$ cat src/rtl/wb_commit_unit_pkg.sv
// Shared writeback types: retire-queue entry, half-write encodings and head FSM states.
package cpu_pkg;

    typedef enum logic [1:0] {
        HALF_FULL    = 2'b00,
        HALF_LOW     = 2'b01,
        HALF_HIGH    = 2'b10,
        HALF_ILLEGAL = 2'b11
    } half_e;

    localparam logic WB_SEL_ALU = 1'b0;
    localparam logic WB_SEL_MEM = 1'b1;

    typedef struct packed {
        logic [3:0]  reg_dst;
        logic [31:0] alu_result;
        logic        wb_sel;
        half_e       half;
    } wb_entry_t;

    typedef enum logic {
        HEAD_IDLE,
        HEAD_WAIT_MEM
    } head_state_e;

endpackage

$ cat src/rtl/wb_commit_unit_if.sv
// Retire-side handshake, load-data return and register-file write port of the commit unit.
interface wb_commit_unit_if #(
    parameter int CNT_W = 16
);
    logic             in_valid;
    logic             in_ready;
    logic             in_reg_wr;
    logic             in_wb_sel;
    logic [3:0]       in_reg_dst;
    logic [31:0]      in_alu_result;
    logic [1:0]       in_half;
    logic             mem_rdata_valid;
    logic [31:0]      mem_rdata;
    logic             wr;
    logic [3:0]       wr_dst;
    logic [31:0]      wr_data;
    logic             high;
    logic             low;
    logic             stall;
    logic [CNT_W-1:0] retired_cnt;
    logic             rdata_ovf;

    modport slave (
        input  in_valid, in_reg_wr, in_wb_sel, in_reg_dst, in_alu_result, in_half,
        input  mem_rdata_valid, mem_rdata,
        output in_ready, stall, wr, wr_dst, wr_data, high, low, retired_cnt, rdata_ovf
    );

    modport master (
        output in_valid, in_reg_wr, in_wb_sel, in_reg_dst, in_alu_result, in_half,
        output mem_rdata_valid, mem_rdata,
        input  in_ready, stall, wr, wr_dst, wr_data, high, low, retired_cnt, rdata_ovf
    );
endinterface

$ cat src/rtl/wb_retire_fifo.sv
// In-order retire queue of wb_entry_t with combinational head read.
module wb_retire_fifo
    import cpu_pkg::*;
#(
    parameter int DEPTH = 4
) (
    input  logic                     clk,
    input  logic                     rst,
    input  logic                     push,
    input  wb_entry_t                din,
    input  logic                     pop,
    output wb_entry_t                dout,
    output logic [$clog2(DEPTH):0]   count,
    output logic                     full,
    output logic                     empty
);
    localparam int            AW       = $clog2(DEPTH);
    localparam logic [AW:0]   FULL_CNT = (AW+1)'(DEPTH);

    wb_entry_t         mem [DEPTH];
    logic [AW-1:0]     wr_ptr;
    logic [AW-1:0]     rd_ptr;
    logic              do_push;
    logic              do_pop;

    assign do_push = push && !full;
    assign do_pop  = pop && !empty;
    assign full    = (count == FULL_CNT);
    assign empty   = (count == '0);
    assign dout    = mem[rd_ptr];

    // NOTE: storage is not reset; only pointers and count decide which slots hold live entries.
    always_ff @(posedge clk) begin
        if (do_push) mem[wr_ptr] <= din;
    end

    always_ff @(posedge clk) begin
        if (rst) begin
            wr_ptr <= '0;
            rd_ptr <= '0;
            count  <= '0;
        end else begin
            if (do_push) wr_ptr <= wr_ptr + AW'(1);
            if (do_pop)  rd_ptr <= rd_ptr + AW'(1);
            case ({do_push, do_pop})
                2'b10:   count <= count + (AW+1)'(1);
                2'b01:   count <= count - (AW+1)'(1);
                default: count <= count;
            endcase
        end
    end
endmodule

$ cat src/rtl/wb_commit_unit.sv
// Writeback commit stage: queues retiring results, pairs loads with returning data, drives the register-file write port.
module wb_commit_unit
    import cpu_pkg::*;
#(
    parameter int DEPTH = 4,
    parameter int CNT_W = 16
) (
    input  logic             clk,
    input  logic             rst,
    wb_commit_unit_if.slave  bus
);
    localparam int          AW       = $clog2(DEPTH);
    localparam logic [AW:0] FULL_CNT = (AW+1)'(DEPTH);

    wb_entry_t    in_entry;
    wb_entry_t    head;
    logic         push;
    logic         full;
    logic         empty;
    logic [AW:0]  count;
    head_state_e  state;
    head_state_e  state_next;
    logic         commit;
    logic [31:0]  commit_data;
    logic         hold_valid;
    logic [31:0]  hold_data;
    logic         head_is_mem;
    logic         hold_take;
    logic         bypass;

    assign in_entry = '{reg_dst:    bus.in_reg_dst,
                        alu_result: bus.in_alu_result,
                        wb_sel:     bus.in_wb_sel,
                        half:       half_e'(bus.in_half)};

    // Readiness depends on the registered count only, so a same-cycle pop never frees a slot.
    assign bus.in_ready = (count < FULL_CNT);
    assign bus.stall    = full;
    assign push         = bus.in_valid && bus.in_ready && bus.in_reg_wr;

    wb_retire_fifo #(.DEPTH(DEPTH)) u_fifo (
        .clk   (clk),
        .rst   (rst),
        .push  (push),
        .din   (in_entry),
        .pop   (commit),
        .dout  (head),
        .count (count),
        .full  (full),
        .empty (empty)
    );

    assign head_is_mem = (head.wb_sel == WB_SEL_MEM);
    assign hold_take   = commit && head_is_mem && hold_valid;
    assign bypass      = commit && head_is_mem && !hold_valid;

    always_ff @(posedge clk) begin
        if (rst) state <= HEAD_IDLE;
        else     state <= state_next;
    end

    always_comb begin
        state_next  = state;
        commit      = 1'b0;
        commit_data = head.alu_result;
        case (state)
            HEAD_IDLE: begin
                if (!empty) begin
                    if (!head_is_mem || hold_valid || bus.mem_rdata_valid) commit = 1'b1;
                    else                                                  state_next = HEAD_WAIT_MEM;
                end
            end
            HEAD_WAIT_MEM: begin
                if (hold_valid || bus.mem_rdata_valid) begin
                    commit     = 1'b1;
                    state_next = HEAD_IDLE;
                end
            end
        endcase
        // Held data is older than anything arriving now, so it goes first.
        if (head_is_mem) commit_data = hold_valid ? hold_data : bus.mem_rdata;
    end

    always_ff @(posedge clk) begin
        if (rst) begin
            hold_valid    <= 1'b0;
            bus.rdata_ovf <= 1'b0;
        end else if (bus.mem_rdata_valid && !bypass) begin
            if (!hold_valid || hold_take) begin
                hold_valid <= 1'b1;
                hold_data  <= bus.mem_rdata;
            end else begin
                bus.rdata_ovf <= 1'b1;
            end
        end else if (hold_take) begin
            hold_valid <= 1'b0;
        end
    end

    always_ff @(posedge clk) begin
        if (rst) begin
            bus.wr          <= 1'b0;
            bus.wr_dst      <= '0;
            bus.wr_data     <= '0;
            bus.high        <= 1'b0;
            bus.low         <= 1'b0;
            bus.retired_cnt <= '0;
        end else begin
            bus.wr   <= commit;
            bus.high <= commit && (head.half == HALF_HIGH);
            bus.low  <= commit && (head.half == HALF_LOW);
            if (commit) begin
                bus.wr_dst      <= head.reg_dst;
                bus.wr_data     <= commit_data;
                bus.retired_cnt <= bus.retired_cnt + CNT_W'(1);
            end
        end
    end
endmodule

$ cat src/flat_wrapper.sv
// flat-port wrapper written by rule: the top's interface ports become plain ports
module wb_commit_unit_flat import cpu_pkg::*;
#(
    parameter int DEPTH = 4,
    parameter int CNT_W = 16
)
  (clk, rst, bus_in_valid, bus_in_reg_wr, bus_in_wb_sel, bus_in_reg_dst, bus_in_alu_result, bus_in_half, bus_mem_rdata_valid, bus_mem_rdata, bus_in_ready, bus_stall, bus_wr, bus_wr_dst, bus_wr_data, bus_high, bus_low, bus_retired_cnt, bus_rdata_ovf);
  wb_commit_unit_if #(.CNT_W(CNT_W)) bus_i ();
  input  logic clk;
  input  logic rst;
  input wire logic [$bits(bus_i.in_valid)-1:0] bus_in_valid;
  input wire logic [$bits(bus_i.in_reg_wr)-1:0] bus_in_reg_wr;
  input wire logic [$bits(bus_i.in_wb_sel)-1:0] bus_in_wb_sel;
  input wire logic [$bits(bus_i.in_reg_dst)-1:0] bus_in_reg_dst;
  input wire logic [$bits(bus_i.in_alu_result)-1:0] bus_in_alu_result;
  input wire logic [$bits(bus_i.in_half)-1:0] bus_in_half;
  input wire logic [$bits(bus_i.mem_rdata_valid)-1:0] bus_mem_rdata_valid;
  input wire logic [$bits(bus_i.mem_rdata)-1:0] bus_mem_rdata;
  output wire logic [$bits(bus_i.in_ready)-1:0] bus_in_ready;
  output wire logic [$bits(bus_i.stall)-1:0] bus_stall;
  output wire logic [$bits(bus_i.wr)-1:0] bus_wr;
  output wire logic [$bits(bus_i.wr_dst)-1:0] bus_wr_dst;
  output wire logic [$bits(bus_i.wr_data)-1:0] bus_wr_data;
  output wire logic [$bits(bus_i.high)-1:0] bus_high;
  output wire logic [$bits(bus_i.low)-1:0] bus_low;
  output wire logic [$bits(bus_i.retired_cnt)-1:0] bus_retired_cnt;
  output wire logic [$bits(bus_i.rdata_ovf)-1:0] bus_rdata_ovf;
  assign bus_i.in_valid = bus_in_valid;
  assign bus_i.in_reg_wr = bus_in_reg_wr;
  assign bus_i.in_wb_sel = bus_in_wb_sel;
  assign bus_i.in_reg_dst = bus_in_reg_dst;
  assign bus_i.in_alu_result = bus_in_alu_result;
  assign bus_i.in_half = bus_in_half;
  assign bus_i.mem_rdata_valid = bus_mem_rdata_valid;
  assign bus_i.mem_rdata = bus_mem_rdata;
  assign bus_in_ready = bus_i.in_ready;
  assign bus_stall = bus_i.stall;
  assign bus_wr = bus_i.wr;
  assign bus_wr_dst = bus_i.wr_dst;
  assign bus_wr_data = bus_i.wr_data;
  assign bus_high = bus_i.high;
  assign bus_low = bus_i.low;
  assign bus_retired_cnt = bus_i.retired_cnt;
  assign bus_rdata_ovf = bus_i.rdata_ovf;
  wb_commit_unit #(.DEPTH(DEPTH), .CNT_W(CNT_W)) u_core (.clk(clk), .rst(rst), .bus(bus_i));
endmodule
$ cat config.mk
export PLATFORM = sky130hd
export DESIGN_NAME = wb_commit_unit_flat
export DESIGN_NICKNAME = d
export VERILOG_FILES = /design/src/rtl/wb_commit_unit_pkg.sv /design/src/rtl/wb_commit_unit_if.sv /design/src/rtl/wb_retire_fifo.sv /design/src/rtl/wb_commit_unit.sv /design/src/flat_wrapper.sv
export SDC_FILE = /design/constraint.sdc
export NUM_CORES = 1
export LEC_CHECK = 0
export CAP_MARGIN = 15
export CORE_MARGIN = 2
export CORE_UTILIZATION = 49
export DETAILED_ROUTE_END_ITERATION = 10
export PLACE_DENSITY = 0.8
export SLEW_MARGIN = 40
export SYNTH_ARGS = -nofsm -noshare
export SYNTH_HDL_FRONTEND = slang
export SYNTH_HIERARCHICAL = 1
export SYNTH_SLANG_ARGS = --single-unit
$ cat constraint.sdc
create_clock -name clk -period 4.3 [get_ports clk]
set_input_delay 0.43 -clock clk [delete_from_list [all_inputs] [get_ports clk]]
set_output_delay 0.43 -clock clk [all_outputs]
set_load 0.005 [all_outputs]
==> images/registers.png <==
Bar = 50 µm. Other sequential cells in the stronger grey, the rest of the logic in the fainter grey.
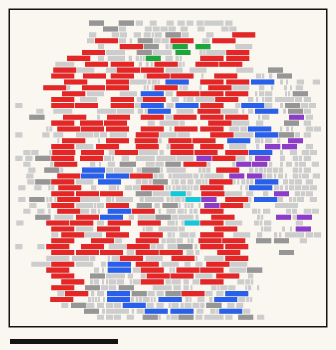
colour	name in the netlist	placed flops
red	u_core/u_fifo/mem	156
purple	u_core/bus.retired_cnt	16
blue	u_core/hold_data	32
green	u_core/bus.wr_dst	4
cyan	u_core/u_fifo/count	3
not coloured	44
Post-Route Utilization: 62.8%
sequential share of cell area: 56.7%
Sequential Power: 2.94 mW
area occupied by registers: 6990 µm²

==> ci_impl_report.md <==
### Metrics collected by this job

| Metric | Value |
|---|---|
| Critical Path RT | `4.50 ns` |
| Antenna violations before repair | `1` |
| Tap Count | `265` |
| Layout area overhead | `24.6%` |
| Cell Type Count | `39` |
| Slowest-stage cell, CP | `nor3b_2` |
| Status | `completed` |
| Setup ws final | `1.26 ns` |
| Worst slack at placement | `1.31 ns` |
| First-pass GRT wire length | `32.9 mm` |
| Most frequent CP cell | `buf_4` |
| Reg2Reg Setup Slack | `1.26 ns` |
| Final setup fails | `0` |
| Signal buf overhead | `11.3%` |
| Sw frac | `25.1%` |
| Most instantiated logic cells after routing | `188 x edfxtp_1, 132 x clkdlybuf4s50_1, 79 x nand2_1` |
| Fin crit share | `70.6%` |
| Clk Latency, worst-skew pair | `0.51 ns` |
| CP delay by family, top | `buffers and inverters` |
| CTS Buf Count | `25` |
| Die width | `146 µm` |
| Logic pwr share | `18.3%` |
| Hold path start | `rst` |
| Sw Pwr | `1.60 mW` |
| Most common cell in the synthesized netlist | `edfxtp_1` |
| Congestion Overflow GR | `0` |
| Cts hold-fix bufs | `0` |
| CP Capture Type | `register` |
| Placed insts | `1,002` |
| Yosys stat cell total | `633` |
| I/O Buffers | `133` |
| Warnings from Yosys | `6` |
| First DRT Iteration DRCs | `473` |
| Fin. max-slew vios | `0` |
| Met2 usage | `34.8%` |
| P_comb | `1.16 mW` |
| Fill count | `1,411` |
| Max IR drop VDD | `0.000295 V` |
| Metal3 WL | `1.55 mm` |
| FP Util | `50.4%` |
| Top-area cell share | `57.0%` |
| Power share of the sequential group | `46.2%` |
| Vias | `5,902` |
| Synth area leader | `edfxtp_1` |
| Type of the worst min-delay path | `primary input to register` |
| Clock share of power | `35.5%` |
| Number of global-route vias before repair | `6,092` |
| Ys flop type | `edfxtp_1` |
| Top pwr grp | `registers` |
| DR top layer | `met5` |
| Hpwl dp | `12.9 mm` |
| Inverters | `12` |
| Reg with most FFs | `u_core/u_fifo/mem` |
| Flop count | `255` |
| Unrepaired setup endpoints after global routing | `false` |
| Clock slew at reported path FFs | `0.06 ns` |
| Power per cell area | `516 nW/µm²` |
| Commonest Layout Cell | `edfxtp_1` |
| Antenna-violating nets left | `0` |
| Row count | `51` |
| Clk. pwr | `2.26 mW` |
| Pleak | `3.97 nW` |
| Worst-case reg-to-reg path depth | `6` |
| Global-route usage over all layers | `19.6%` |
| Simple-Gate Area Share | `6.33%` |
| Largest net degree at the start of global routing | `68` |
| Drt wl/cell | `20.1 µm` |
| Final Cell Area | `12,300 µm²` |
| Top logic family | `multiplexers` |
| # Max-Cap Violations | `0` |
| Htree depth | `1` |
| Clock buffer depth | `3` |
| Share of cells above drive strength 1 | `12.8%` |
| DRC viols | `0` |
| Overall Power | `6.36 mW` |
| Max FFs per register | `156` |
| Yosys stat area | `9900 µm²` |
| Buf/Inv on CP | `2` |
| I/O Pins | `134` |
| DP Area | `11,500 µm²` |
| Fin Hold WS | `0.359 ns` |
| Met1 Wirelength | `8.27 mm` |
| CP Class | `register to register` |
| Clock sinks | `255` |
| Hold endpoint | `u_core/hold_data[16]$_DFFE_PP_` |
| Synth Seq Share | `70.6%` |
| DIE AREA | `21,400 µm²` |
| FF+latch count, synth | `255` |
| Worst path cell trace | `mux4_2, buf_4, nand3_1, xnor2_1, nor3b_2, buf_4` |
| Via-to-Cell Ratio | `5.63` |
| CP peak stage delay | `0.56 ns` |
| Final hold violations | `0` |
| Count of tool warnings | `29` |
| Routed wire length | `21.1 mm` |
| Syn_nets | `716` |
| Leading cell kind | `registers` |
| Slew headroom | `48.8%` |
| Root buf cell | `clkbuf_16` |
| RR Endpoint | `u_core/hold_data[0]$_DFFE_PP_` |
| Multi-input gate count | `328` |
| Hold path depth | `2` |
| TNS Setup | `0 ns` |
| First-pass detailed-route iteration total | `5` |
| Adders+Majority by Area | `1.06%` |
| Commonest cells in the netlist | `188 x edfxtp_1, 79 x nand2_1, 67 x dfxtp_1` |
| Met1 GRT Util | `24.6%` |
| Number of enable flip-flop cells | `188` |
| Resized Gates After CTS | `0` |
| FMAX | `329 MHz` |
| Worst setup endpoint | `u_core/hold_data[0]$_DFFE_PP_` |
| Internal Pwr Total | `4.77 mW` |
| # Post-CTS Setup Buffers | `0` |
| XOR-XNOR Cells, Area Fraction | `0.619%` |
| Top area cell types | `edfxtp_1 57%, dfxtp_1 14%, mux4_2 8.9%` |
| Cells after synthesis | `633` |
| Global route hottest layer | `met2` |
| Mux frac, synth | `12.2%` |
| TritonCTS clock tree | `built` |
| RD Place Congestion | `0.798` |
| Fraction of area in clock buffers and inverters | `7.07%` |
==> images/cell_classes.png <==
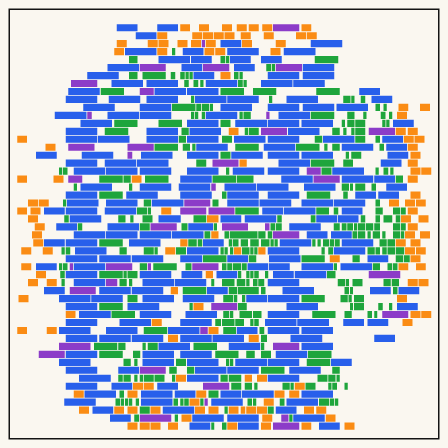
colour	class	cells	share of their area
green	all other logic	340	23%
orange	other buffers and delay cells	142	12%
blue	flip-flops	255	58%
purple	clock drivers and dummy loads	45	7.3%

Power is estimated from default activity; no workload was simulated.
